### config.mk
export PLATFORM = sky130hd
export DESIGN_NAME = loader_dma_ctrl
export DESIGN_NICKNAME = d
export VERILOG_FILES = /design/src/rtl/loader_dma_ctrl.sv
export SDC_FILE = /design/constraint.sdc
export NUM_CORES = 1
export LEC_CHECK = 0
export ABC_AREA = 1
export CORE_AREA = 2 2 180 182
export CTS_CLUSTER_SIZE = 24
export DETAILED_ROUTE_END_ITERATION = 8
export DIE_AREA = 0 0 182 184
export GPL_ROUTABILITY_DRIVEN = 1
export PLACE_DENSITY = 0.72
export SLEW_MARGIN = 30
export SYNTH_ARGS = -nofsm -noshare
export SYNTH_HDL_FRONTEND = slang
export SYNTH_SLANG_ARGS = --single-unit
### constraint.sdc
create_clock -name clk_i -period 2.2 [get_ports clk_i]
set_input_delay 0.22 -clock clk_i [delete_from_list [all_inputs] [get_ports clk_i]]
set_output_delay 0.22 -clock clk_i [all_outputs]
set_load 0.02 [all_outputs]
### src/rtl/loader_dma_ctrl.sv
// Burst load sequencer: turns (target, base, len) commands plus a valid/ready beat
// stream into single-beat writes on the accelerator loader port.
//
// state | meaning
// ------+------------------------------------------------------------
// IDLE  | waiting for a command; cmd_ready_o high, illegal commands flagged
// RUN   | accepting beats, one registered write per handshake
// DONE  | last write on the port; done/weight_loaded pulse, then IDLE
module loader_dma_ctrl #(
  parameter int K_CHANNELS  = 6,
  parameter int DATA_W      = 32,
  parameter int SRAM_ADDR_W = 12,
  parameter int LEN_W       = 16
) (
  input  logic                           clk_i,
  input  logic                           rst_async_n_i,
  input  logic                           cmd_valid_i,
  output logic                           cmd_ready_o,
  input  logic [1:0]                     cmd_target_i,
  input  logic [SRAM_ADDR_W-1:0]         cmd_base_addr_i,
  input  logic [LEN_W-1:0]               cmd_len_i,
  input  logic                           s_valid_i,
  output logic                           s_ready_o,
  input  logic [K_CHANNELS*DATA_W-1:0]   s_data_i,
  input  logic                           core_busy_i,
  input  logic                           abort_i,
  output logic [1:0]                     loader_target_sel_o,
  output logic                           loader_wr_en_o,
  output logic [31:0]                    loader_wr_addr_o,
  output logic [K_CHANNELS*DATA_W-1:0]   loader_wr_data_o,
  output logic                           busy_o,
  output logic                           done_o,
  output logic                           weight_loaded_o,
  output logic                           err_o
);

  localparam int PAYLOAD_W = K_CHANNELS * DATA_W;

  typedef enum logic [1:0] {
    ST_IDLE = 2'd0,
    ST_RUN  = 2'd1,
    ST_DONE = 2'd2
  } state_t;

  state_t                 state_q, state_d;
  logic [1:0]             target_q, target_d;
  logic [SRAM_ADDR_W-1:0] base_q, base_d;
  logic [LEN_W-1:0]       len_q, len_d;
  logic [LEN_W-1:0]       idx_q, idx_d;

  logic                   wr_en_q, wr_en_d;
  logic [SRAM_ADDR_W-1:0] wr_addr_q, wr_addr_d;
  logic [PAYLOAD_W-1:0]   wr_data_q, wr_data_d;
  logic [1:0]             tsel_q, tsel_d;
  logic                   done_q, done_d;
  logic                   wl_q, wl_d;
  logic                   err_q, err_d;

  logic cmd_hs;
  logic cmd_illegal;
  logic beat_hs;
  logic last_beat;

  // Global-buffer bursts stall while the systolic core owns the buffer.
  assign s_ready_o   = (state_q == ST_RUN) && !abort_i &&
                       !((target_q == 2'd0) && core_busy_i);
  assign cmd_ready_o = (state_q == ST_IDLE);
  assign busy_o      = (state_q != ST_IDLE);

  assign cmd_hs      = cmd_valid_i && (state_q == ST_IDLE);
  assign cmd_illegal = (cmd_target_i == 2'd3) || (cmd_len_i == '0);
  assign beat_hs     = s_valid_i && s_ready_o;
  assign last_beat   = (idx_q == (len_q - LEN_W'(1)));

  always_comb begin
    state_d   = state_q;
    target_d  = target_q;
    base_d    = base_q;
    len_d     = len_q;
    idx_d     = idx_q;
    wr_en_d   = 1'b0;
    wr_addr_d = wr_addr_q;
    wr_data_d = wr_data_q;
    done_d    = 1'b0;
    wl_d      = 1'b0;
    err_d     = 1'b0;

    unique case (state_q)
      ST_IDLE: begin
        if (cmd_hs) begin
          if (cmd_illegal) begin
            err_d = 1'b1;
          end else begin
            target_d = cmd_target_i;
            base_d   = cmd_base_addr_i;
            len_d    = cmd_len_i;
            idx_d    = '0;
            state_d  = ST_RUN;
          end
        end
      end
      ST_RUN: begin
        if (abort_i) begin
          state_d = ST_IDLE;
        end else if (beat_hs) begin
          wr_en_d   = 1'b1;
          wr_addr_d = base_q + SRAM_ADDR_W'(idx_q);
          wr_data_d = s_data_i;
          idx_d     = idx_q + LEN_W'(1);
          if (last_beat) begin
            state_d = ST_DONE;
            done_d  = 1'b1;
            wl_d    = (target_q != 2'd0);
          end
        end
      end
      ST_DONE: begin
        state_d = ST_IDLE;
      end
      default: begin
        state_d = ST_IDLE;
      end
    endcase

    // Target select stays valid one cycle past the burst so a trailing write
    // (last beat or pre-abort beat) still carries its target.
    if (state_d != ST_IDLE) begin
      tsel_d = target_d;
    end else if (state_q != ST_IDLE) begin
      tsel_d = target_q;
    end else begin
      tsel_d = 2'd0;
    end
  end

  always_ff @(posedge clk_i or negedge rst_async_n_i) begin
    if (!rst_async_n_i) begin
      state_q   <= ST_IDLE;
      target_q  <= 2'd0;
      base_q    <= '0;
      len_q     <= '0;
      idx_q     <= '0;
      wr_en_q   <= 1'b0;
      wr_addr_q <= '0;
      wr_data_q <= '0;
      tsel_q    <= 2'd0;
      done_q    <= 1'b0;
      wl_q      <= 1'b0;
      err_q     <= 1'b0;
    end else begin
      state_q   <= state_d;
      target_q  <= target_d;
      base_q    <= base_d;
      len_q     <= len_d;
      idx_q     <= idx_d;
      wr_en_q   <= wr_en_d;
      wr_addr_q <= wr_addr_d;
      wr_data_q <= wr_data_d;
      tsel_q    <= tsel_d;
      done_q    <= done_d;
      wl_q      <= wl_d;
      err_q     <= err_d;
    end
  end

  assign loader_wr_en_o      = wr_en_q;
  assign loader_wr_addr_o    = 32'(wr_addr_q);
  assign loader_wr_data_o    = wr_data_q;
  assign loader_target_sel_o = tsel_q;
  assign done_o              = done_q;
  assign weight_loaded_o     = wl_q;
  assign err_o               = err_q;

endmodule

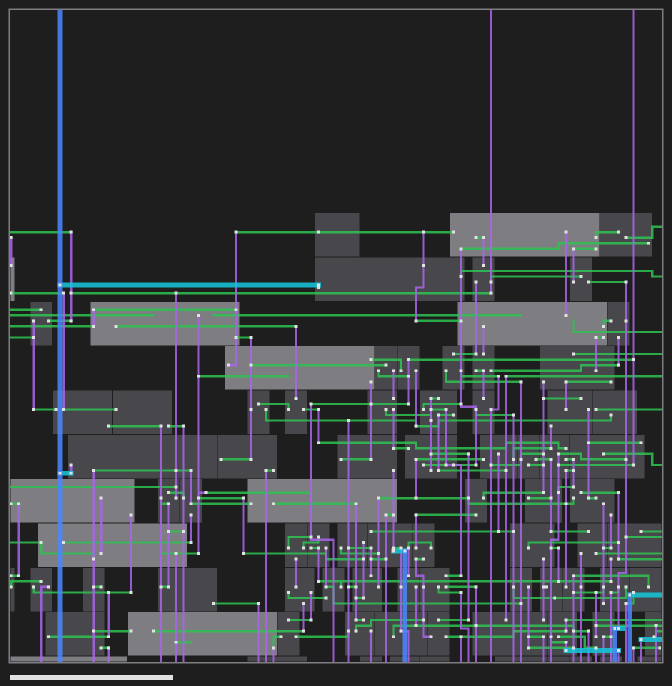
Figure 1: run 1, a small window of the routed layout.
The bar under the picture is 10 um long. Region (71, 35) to (111, 75) um. Cells in gray, sequential cells in the stronger gray; small squares are vias.
[purple] met2
[blue] met4
[cyan] met3
[green] met1
sequential cells in the window: 8
most frequent: nand2_1 (23), dfrtp_1 (8), clkdlybuf4s50_1 (6)
netlist names of flops here include: wr_addr_q (5), base_q (2)
cells with their middle in the window: 72

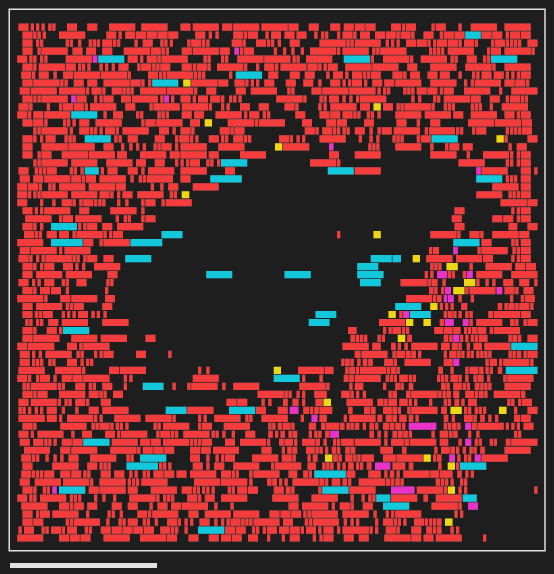
Figure 2: run 1, sizing map.
The bar under the picture is 50 um long.
[cyan] drive 6 and up | cells: 49 | share: 2.6%
[yellow] drive 3 to 4 | cells: 25 | share: 1.3%
[magenta] drive 2 | cells: 30 | share: 1.6%
[red] drive 1 or less | cells: 1753 | share: 94%

==> impl_metrics.py, run 1 <==
# Physical implementation metrics
metrics = {
    "floorplanning": {
        "tapcell.inserted": 402,
        "fp-utilization_pct": 36.4,
        "ioPinCount": 461,
        "core_area_um2": 31400,
        "rows": 65,
        "dieWidth_um": 182,
        "die_h_um": 184,
        "die_area_um2": 33500,
    },
    "placement": {
        "routabilityCongestion": 0.904,
        "portBuffers": 440,
        "pre_cts_ws_ps": 65.2,
        "dp.cells": 2203,
        "dpl_cell_area_um2": 16300,
        "dpl.hpwl_um": 26700,
    },
    "drt": {
        "drc": 0,
        "drt.antenna.violating_nets": 0,
        "dr.pass1.iters": 5,
        "drt_iter0_markers": 521,
        "wl_met3_um": 2690,
        "routed.top_layer": "met4",
        "num_vias": 10400,
        "met1_length_um": 14100,
        "via_per_inst": 4.60,
        "wl_per_cell_um": 16.2,
        "wl_met2_um": 18500,
        "drt_wl_total_um": 36500,
    },
    "synth": {
        "ys_chip_area_um2": 11400,
        "syn_inst": 1391,
        "ys_warn_count": 0,
        "synth.cell_area_um2": 11400,
        "yosysUniqueCellTypes": 36,
        "ys_seq_share_pct": 56.5,
        "adder_share_pct": 1.60,
        "most_common_cell": "nand2_1",
        "ys_ff": 258,
        "ys_top_cells_by_count": "nand2_1 (746), dfrtp_1 (258), inv_1 (60)",
        "aoi_share_pct": 3.19,
        "ys_sh_simple_pct": 30.4,
        "xor_area_share_pct": 2.61,
        "syn_avg_cell_area_um2": 8.21,
        "synth.area.top_cells": "dfrtp_1 (57%), nand2_1 (25%), xor2_1 (2.1%)",
        "ys_sh_mux_pct": 0,
        "synth_top_cell_by_area": "dfrtp_1",
        "ys_async_sr_fraction_pct": 100,
        "ys_top_logic_family": "simple AND/OR/NAND/NOR gates",
        "ys_cells": 1391,
        "top_area_share_pct": 56.5,
        "edf_count": 0,
        "ys.flop_type": "dfrtp_1",
    },
    "timing": {
        "finalSetupTns_ps": 0,
        "max_freq_ghz": 0.476,
        "max_slew_margin_pct": 62.2,
        "tightest_slew_ps": 566,
        "skew_ps": 13.0,
        "fin_crit_sh_pct": 95.4,
        "layout_setup_ws_ps": 101,
        "final_max_slew_viol_count": 0,
        "fin_hold_ws_ps": 192,
        "min_period_ps": 2100,
        "hold_viol_final": 0,
        "setup_viol": 0,
    },
    "worst_hold_path": {
        "hold_start": "s_data_i[1]",
        "holdPathEnd": "loader_wr_data_o[1]$_DFFE_PN0P_",
        "hp-class": "input port to flip-flop",
        "hold-path-cell-count": 3,
    },
    "clock_tree": {
        "cts_root_buf": "clkbuf_16",
        "cts_buffers": 29,
        "cts_sinks": 258,
        "hold_buffers": 1,
        "cts_resized": 1,
        "worst_skew_pair.late_latency_ps": 560,
        "post_cts.repair.setup_buffers": 0,
        "clk_pin_slew_ps": 60,
        "cts-htree-levels": 1,
        "cts_tree": "done",
        "clockBufferDepth": 3,
    },
    "power": {
        "leakage_uw": 0.00853,
        "power.density_nw_per_um2": 1150,
        "finalPower_uw": 20000,
        "vdd_drop_max_uv": 779,
    },
    "final_layout": {
        "flops": 258,
        "final_area_um2": 17400,
        "diodes": 1,
        "logic_gates": 1014,
        "clockNetworkAreaShare_pct": 5.99,
        "logic_area_um2": 4410,
        "area_delta_synth_final_pct": 52.1,
        "final_nets": 2076,
        "nClkBuffers": 37,
        "largest_register_ff_count": 192,
        "comb_share_pct": 25.4,
        "n_all_buffers": 468,
        "final_cells": 2260,
        "sh_seq_area_pct": 37.2,
        "dominant-cell-class": "flip-flops and latches",
        "utilization_pct": 55.3,
        "drive_above_1_share_pct": 5.60,
        "final.fill_count": 2830,
        "nNonClkInverters": 63,
        "regArea_um2": 6460,
        "buf_share_pct": 27.2,
    },
    "grt": {
        "use_met2_pct": 37.6,
        "antenna_found_initial": 1,
        "grt_max_degree": 87,
        "first_global_vias": 10600,
        "track_usage_pct": 21.3,
        "grt-ovfl-total": 0,
        "grt_busiest_layer": "met2",
        "grt_pass1_wl_um": 56900,
        "met1_usage_pct": 24.9,
        "grt_util_met3_pct": 6.20,
    },
    "critical_path": {
        "path_buffers": 1,
        "crit_end": "cmd_ready_o",
        "path_max_fanout": 5,
        "required_ps": 1980,
        "cp_top_family": "buffers and inverters",
        "r2r_end": "wr_addr_q[8]$_DFFE_PN0P_",
        "crit_type": "flip-flop to output port",
        "cp_num_cells": 2,
        "slowest_stage": "clkdlybuf4s50_1",
        "r2r_setup_slack_ps": 190,
        "reg2reg_depth": 10,
        "start_kind": "flip-flop",
        "cp-end-kind": "output port",
        "r2r_start": "idx_q[3]$_DFFE_PN0P_",
        "cp_cell_sequence": "nor2_2 -> clkdlybuf4s50_1",
        "cp-startpoint": "state_q[0]$_DFF_PN0_",
        "cpPeakStageDelay_ps": 670,
        "worstPathArrival_ps": 1880,
    },
    "run_status": {
        "status": "finished, final reports clean",
    },
    "job": {
        "warning_count": 26,
        "max-cap-violations": 0,
    },
}
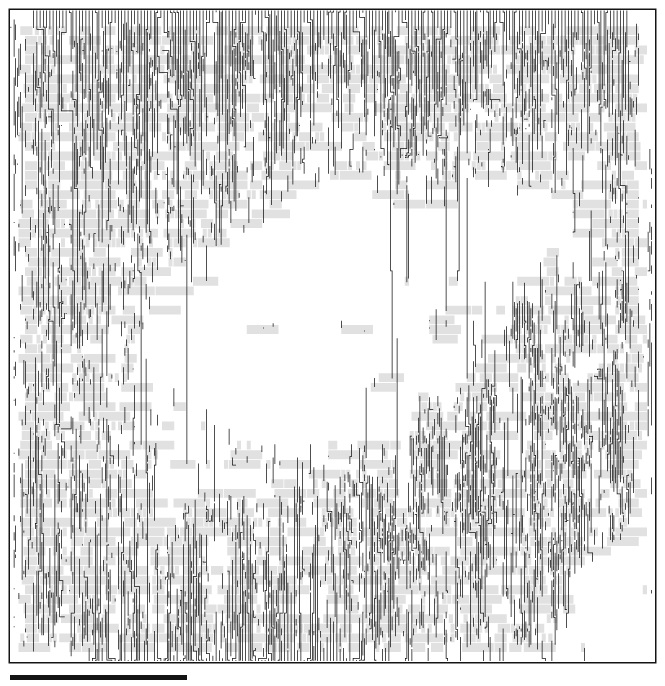
Figure 3: run 1, metal 2.
The bar under the picture is 50 um long.
share of all routed wire: 51%
main direction: vertical
longest straight run: 64.6 um
wire length on this layer: 18500 um
nets with wire on the layer: 1653

## run 1: power breakdown
group	internal (uW)	switching, uW	total [uW]
logic	3490	4180	7670
registers	6230	888	7110
clock network	3240	2030	5260
## run 1: layout by cell type (no fill, tap or decap), drive strengths merged
cell / n
xnor2: 6
nand4: 8
dlygate4sd2: 1
bufinv: 6
nor4: 8
nor3: 7
nand3: 34
clkinv: 9
clkdlybuf4s50: 438
or2: 1
diode: 1
o21bai: 3
nand2: 753
a21oi: 12
ha: 13
conb: 20
a31oi: 3
clkinvlp: 2
nor2: 64
buf: 28
inv: 63
dfrtp: 258
fa: 1
o31ai: 1
a211oi: 1
o21ai: 44
and3: 1
xor2: 28
dlygate4sd3: 1
nand3b: 3
a31o: 1
a21o: 2
clkbuf: 37
==> inputs of run 2 (changes only) <==
--- a/config.mk
+++ b/config.mk
@@ -11,7 +11,7 @@
 export DETAILED_ROUTE_END_ITERATION = 8
 export DIE_AREA = 0 0 182 184
 export GPL_ROUTABILITY_DRIVEN = 1
-export PLACE_DENSITY = 0.72
+export PLACE_DENSITY_LB_ADDON = 0.08
 export SLEW_MARGIN = 30
 export SYNTH_ARGS = -nofsm -noshare
 export SYNTH_HDL_FRONTEND = slang
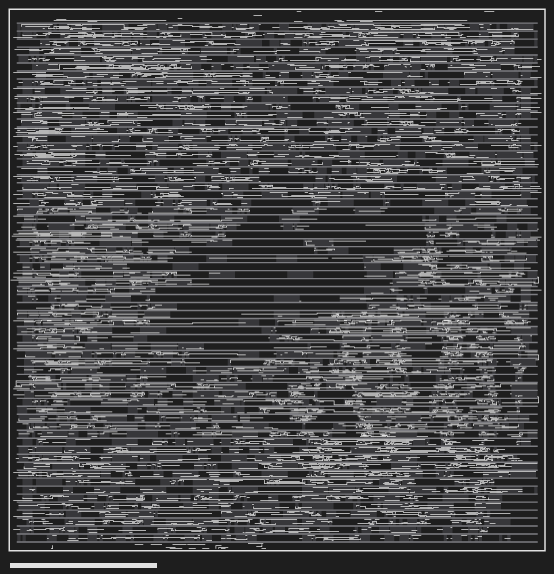
Figure 4: run 2, metal 1.
The bar under the picture is 50 um long. Supply wires on this layer in gray.
wire length on this layer: 15500 um
share of all routed wire: 40%
nets with wire on the layer: 1854
longest straight run: 57.5 um
main direction: horizontal
vias: 10200
routed wire length: 38300 um
met1 Usage GRT: 27.0%

==> impl_metrics.py, run 2 <==
# Physical implementation metrics
metrics = {
    "run_status": {
        "status": "finished, final reports clean",
    },
    "timing": {
        "fin_crit_sh_pct": 92.9,
        "max_freq_ghz": 0.489,
        "finalSetupTns_ps": 0,
        "hold_viol_final": 0,
        "fin_hold_ws_ps": 170,
        "skew_ps": 9.93,
        "min_period_ps": 2040,
        "tightest_slew_ps": 495,
        "setup_viol": 0,
        "final_max_slew_viol_count": 0,
    },
    "critical_path": {
        "cp-end-kind": "output port",
        "crit_end": "cmd_ready_o",
        "path_max_fanout": 5,
        "crit_type": "flip-flop to output port",
        "reg2reg_depth": 10,
        "r2r_end": "wr_addr_q[8]$_DFFE_PN0P_",
        "cp-startpoint": "state_q[0]$_DFF_PN0_",
        "cp_num_cells": 2,
        "cp_top_family": "buffers and inverters",
        "worstPathArrival_ps": 1820,
        "start_kind": "flip-flop",
        "required_ps": 1980,
        "cp_cell_sequence": "nor2_2 -> clkdlybuf4s50_1",
        "path_buffers": 1,
    },
    "grt": {
        "grt_util_met3_pct": 6.32,
        "grt_busiest_layer": "met2",
        "use_met2_pct": 38.5,
        "antenna_found_initial": 5,
        "grt-ovfl-total": 0,
        "track_usage_pct": 22.4,
        "first_global_vias": 10200,
    },
    "clock_tree": {
        "clockBufferDepth": 3,
        "cts_sinks": 258,
        "cts_root_buf": "clkbuf_16",
        "cts_tree": "done",
        "cts-htree-levels": 1,
        "post_cts.repair.setup_buffers": 0,
    },
    "floorplanning": {
        "fp-utilization_pct": 36.4,
        "rows": 65,
        "dieWidth_um": 182,
        "ioPinCount": 461,
        "die_area_um2": 33500,
        "core_area_um2": 31400,
    },
    "drt": {
        "via_per_inst": 4.52,
        "drt_iter0_markers": 575,
        "wl_met3_um": 2750,
        "met1_length_um": 15500,
        "wl_met2_um": 18900,
        "wl_per_cell_um": 16.9,
        "drc": 0,
        "dr.pass1.iters": 5,
    },
    "final_layout": {
        "final_cells": 2262,
        "largest_register_ff_count": 192,
        "drive_above_1_share_pct": 5.28,
        "utilization_pct": 55.5,
        "final_nets": 2075,
        "lay_top_count": "nand2_1",
        "final.fill_count": 2896,
        "lay_top_cells": "nand2_1 (746), clkdlybuf4s50_1 (438), dfrtp_1 (258)",
    },
    "synth": {
        "ys_top_cells_by_count": "nand2_1 (746), dfrtp_1 (258), inv_1 (60)",
        "yosysUniqueCellTypes": 36,
        "ys_top_logic_family": "simple AND/OR/NAND/NOR gates",
        "ys_ff": 258,
        "synth.cell_area_um2": 11400,
        "syn_avg_cell_area_um2": 8.21,
        "ys_async_sr_fraction_pct": 100,
        "edf_count": 0,
        "ys_chip_area_um2": 11400,
        "syn_inst": 1391,
        "ys_seq_share_pct": 56.5,
        "adder_share_pct": 1.60,
        "aoi_share_pct": 3.19,
        "synth_top_cell_by_area": "dfrtp_1",
        "most_common_cell": "nand2_1",
        "ys_cells": 1391,
        "top_area_share_pct": 56.5,
        "ys_sh_mux_pct": 0,
        "ys_warn_count": 0,
        "xor_area_share_pct": 2.61,
        "ys.flop_type": "dfrtp_1",
    },
    "job": {
        "warning_count": 28,
        "max-cap-violations": 0,
    },
    "power": {
        "swShare_pct": 35.4,
        "p_clk_uw": 5380,
        "p_switching_uw": 7150,
        "p_comb_share_pct": 38.2,
        "vdd_drop_max_uv": 670,
        "p_seq_share_pct": 35.2,
        "leakage_uw": 0.00854,
        "p_seq_uw": 7120,
        "p_clk_share_pct": 26.6,
        "power.density_nw_per_um2": 1160,
    },
    "placement": {
        "dpl.hpwl_um": 28100,
        "portBuffers": 440,
        "dp.cells": 2202,
    },
}
[run 2: cell type report]
cell class              count  area (um^2)  share of cell area (%)
repair buffers            466         4730                    27.2
flip-flops and latches    258         6460                    37.1
clock buffers              39          825                    4.74
multi-input cells        1014         4400                    25.3
well taps                 402          503                    2.89
diodes                      5         12.5                  0.0719
clock inverters            15          245                    1.41
inverters                  63          241                    1.39
[run 2: what timing repair did]
item,CTS,global route
endpoints found under the setup margin,1,0
endpoints found under the hold margin,45,0
resized,1,0
hold buffers,1,0
[run 2: through the flow]
step / setup WS, ps / cell area (um^2)
global route: 54.8 / 17400
CTS: 128 / 17400
floorplan: 414 / 11500
finish: 157 / 17400
global placement: 139 / 16300
detailed placement: 128 / 16300
==> inputs of run 3 (changes only) <==
--- a/config.mk
+++ b/config.mk
@@ -11,7 +11,7 @@
 export DETAILED_ROUTE_END_ITERATION = 8
 export DIE_AREA = 0 0 182 184
 export GPL_ROUTABILITY_DRIVEN = 1
-export PLACE_DENSITY_LB_ADDON = 0.08
+export PLACE_DENSITY = 0.73
 export SLEW_MARGIN = 30
 export SYNTH_ARGS = -nofsm -noshare
 export SYNTH_HDL_FRONTEND = slang
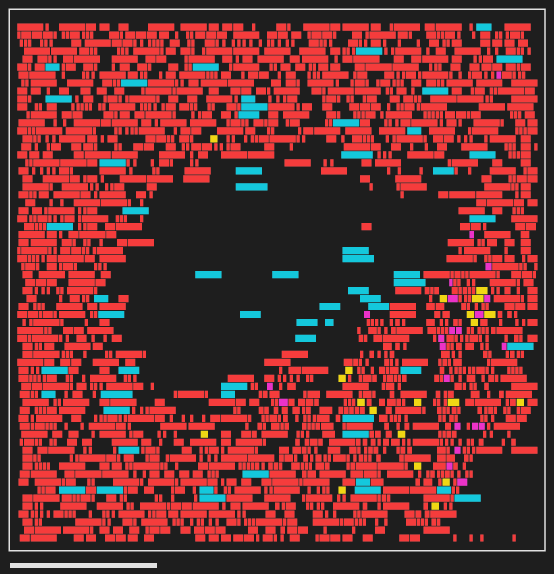
Figure 5: run 3, sizing map.
The bar under the picture is 50 um long.
[cyan] drive 6 and up | cells: 59 | share: 3.2%
[red] drive 1 or less | cells: 1754 | share: 95%
[magenta] drive 2 | cells: 22 | share: 1.2%
[yellow] drive 3 to 4 | cells: 20 | share: 1.1%
Area Overhead vs Synth: 53.0%
Setup WS post-layout: 125 ps
post-route cell area: 17500 um^2
Signal buffers: 469

==> impl_metrics.py, run 3 <==
# Physical implementation metrics
metrics = {
    "drt": {
        "met1_length_um": 14400,
        "drc": 0,
        "dr.pass1.iters": 5,
        "wl_met2_um": 18700,
        "num_vias": 10600,
        "drt_iter0_markers": 596,
        "drt.antenna.violating_nets": 0,
        "wl_met3_um": 2580,
        "drt_wl_total_um": 37200,
        "wl_per_cell_um": 16.5,
        "routed.top_layer": "met5",
        "via_per_inst": 4.70,
    },
    "synth": {
        "ys_warn_count": 0,
        "ys_async_sr_fraction_pct": 100,
        "most_common_cell": "nand2_1",
        "top_area_share_pct": 56.5,
        "yosysUniqueCellTypes": 36,
        "synth.cell_area_um2": 11400,
        "syn_avg_cell_area_um2": 8.21,
        "ys_chip_area_um2": 11400,
        "ys_ff": 258,
        "synth.area.top_cells": "dfrtp_1 (57%), nand2_1 (25%), xor2_1 (2.1%)",
        "edf_count": 0,
        "ys.flop_type": "dfrtp_1",
        "syn_inst": 1391,
        "ys_top_cells_by_count": "nand2_1 (746), dfrtp_1 (258), inv_1 (60)",
        "ys_cells": 1391,
    },
    "worst_hold_path": {
        "holdPathEnd": "loader_wr_data_o[49]$_DFFE_PN0P_",
        "hold-path-cell-count": 3,
        "hold_start": "s_data_i[49]",
    },
    "power": {
        "swShare_pct": 35.2,
        "p_comb_share_pct": 38.2,
        "p_int_uw": 13100,
        "power.group.top": "combinational cells",
        "p_switching_uw": 7110,
        "p_clk_uw": 5380,
        "leakage_uw": 0.00857,
        "power.density_nw_per_um2": 1160,
        "p_seq_uw": 7120,
        "finalPower_uw": 20200,
        "p_clk_share_pct": 26.6,
    },
    "final_layout": {
        "flops": 258,
        "logic_area_um2": 4400,
        "regArea_um2": 6460,
        "clockNetworkAreaShare_pct": 6.19,
        "dominant-cell-class": "flip-flops and latches",
        "buf_share_pct": 27.4,
        "nClkBuffers": 42,
        "final_nets": 2078,
        "lay_top_count": "nand2_1",
        "logic_gates": 1014,
        "diodes": 4,
        "largest_register_ff_count": 192,
        "drive_above_1_share_pct": 5.44,
        "comb_share_pct": 25.2,
        "lay_top_cells": "nand2_1 (746), clkdlybuf4s50_1 (438), dfrtp_1 (258)",
    },
    "critical_path": {
        "cp-startpoint": "state_q[0]$_DFF_PN0_",
        "start_kind": "flip-flop",
        "r2r_setup_slack_ps": 200,
        "required_ps": 1980,
        "reg2reg_depth": 13,
        "worstPathArrival_ps": 1860,
        "path_max_fanout": 5,
        "cp-end-kind": "output port",
        "crit_type": "flip-flop to output port",
        "r2r_start": "base_q[0]$_DFFE_PN0P_",
    },
    "placement": {
        "portBuffers": 440,
        "dpl.hpwl_um": 27700,
        "routabilityCongestion": 0.912,
    },
    "grt": {
        "met1_usage_pct": 25.7,
        "grt_busiest_layer": "met2",
        "first_global_vias": 10700,
        "grt_util_met3_pct": 5.98,
        "use_met2_pct": 37.5,
        "track_usage_pct": 21.7,
        "antenna_found_initial": 6,
        "grt_max_degree": 102,
        "grt_pass1_wl_um": 57600,
    },
    "timing": {
        "fin_hold_ws_ps": 186,
        "setup_viol": 0,
        "final_max_slew_viol_count": 0,
        "max_freq_ghz": 0.482,
        "hold_viol_final": 0,
        "max_slew_margin_pct": 61.4,
        "tightest_slew_ps": 574,
        "fin_crit_sh_pct": 94.3,
        "min_period_ps": 2080,
    },
    "floorplanning": {
        "die_h_um": 184,
        "core_area_um2": 31400,
        "dieWidth_um": 182,
        "tapcell.inserted": 402,
        "rows": 65,
        "ioPinCount": 461,
    },
    "clock_tree": {
        "cts_root_buf": "clkbuf_16",
        "cts_buffers": 30,
        "post_cts.repair.setup_buffers": 0,
        "cts-htree-levels": 1,
        "worst_skew_pair.late_latency_ps": 570,
        "cts_resized": 1,
        "cts_sinks": 258,
        "clockBufferDepth": 3,
        "hold_buffers": 1,
    },
    "run_status": {
        "status": "finished, final reports clean",
    },
    "job": {
        "warning_count": 28,
    },
}
run 3: cell counts after synthesis:
No cell type changed its count.
run 3: kinds of logic after synthesis:
family	share of synthesized area (%)
AND-OR/OR-AND	3.19
adder cells (fa/ha/maj)	1.60
XOR/XNOR	2.61
other	0.0328
AND/OR/NAND/NOR	30.4
flip-flops	56.5
buffers and inverters	5.59
run 3: through the flow:
step	cell area, um^2	std cells	utilization, %	setup slack [ps]
after global placement	16400	2205	52.1	53.8
after global routing	17500	2261	55.6	47.6
after detailed placement	16400	2205	52.1	65.9
after floorplan	11500	1410	-	414
final	17500	2261	55.6	125
after CTS	17500	2257	55.6	83.7
run 3: worst max-delay path, cell delays in order, from the launching register on:
cell             delay, ps
dfrtp_1                390
nor2_2                 250
clkdlybuf4s50_1        660
Power is estimated from default activity; no workload was simulated.
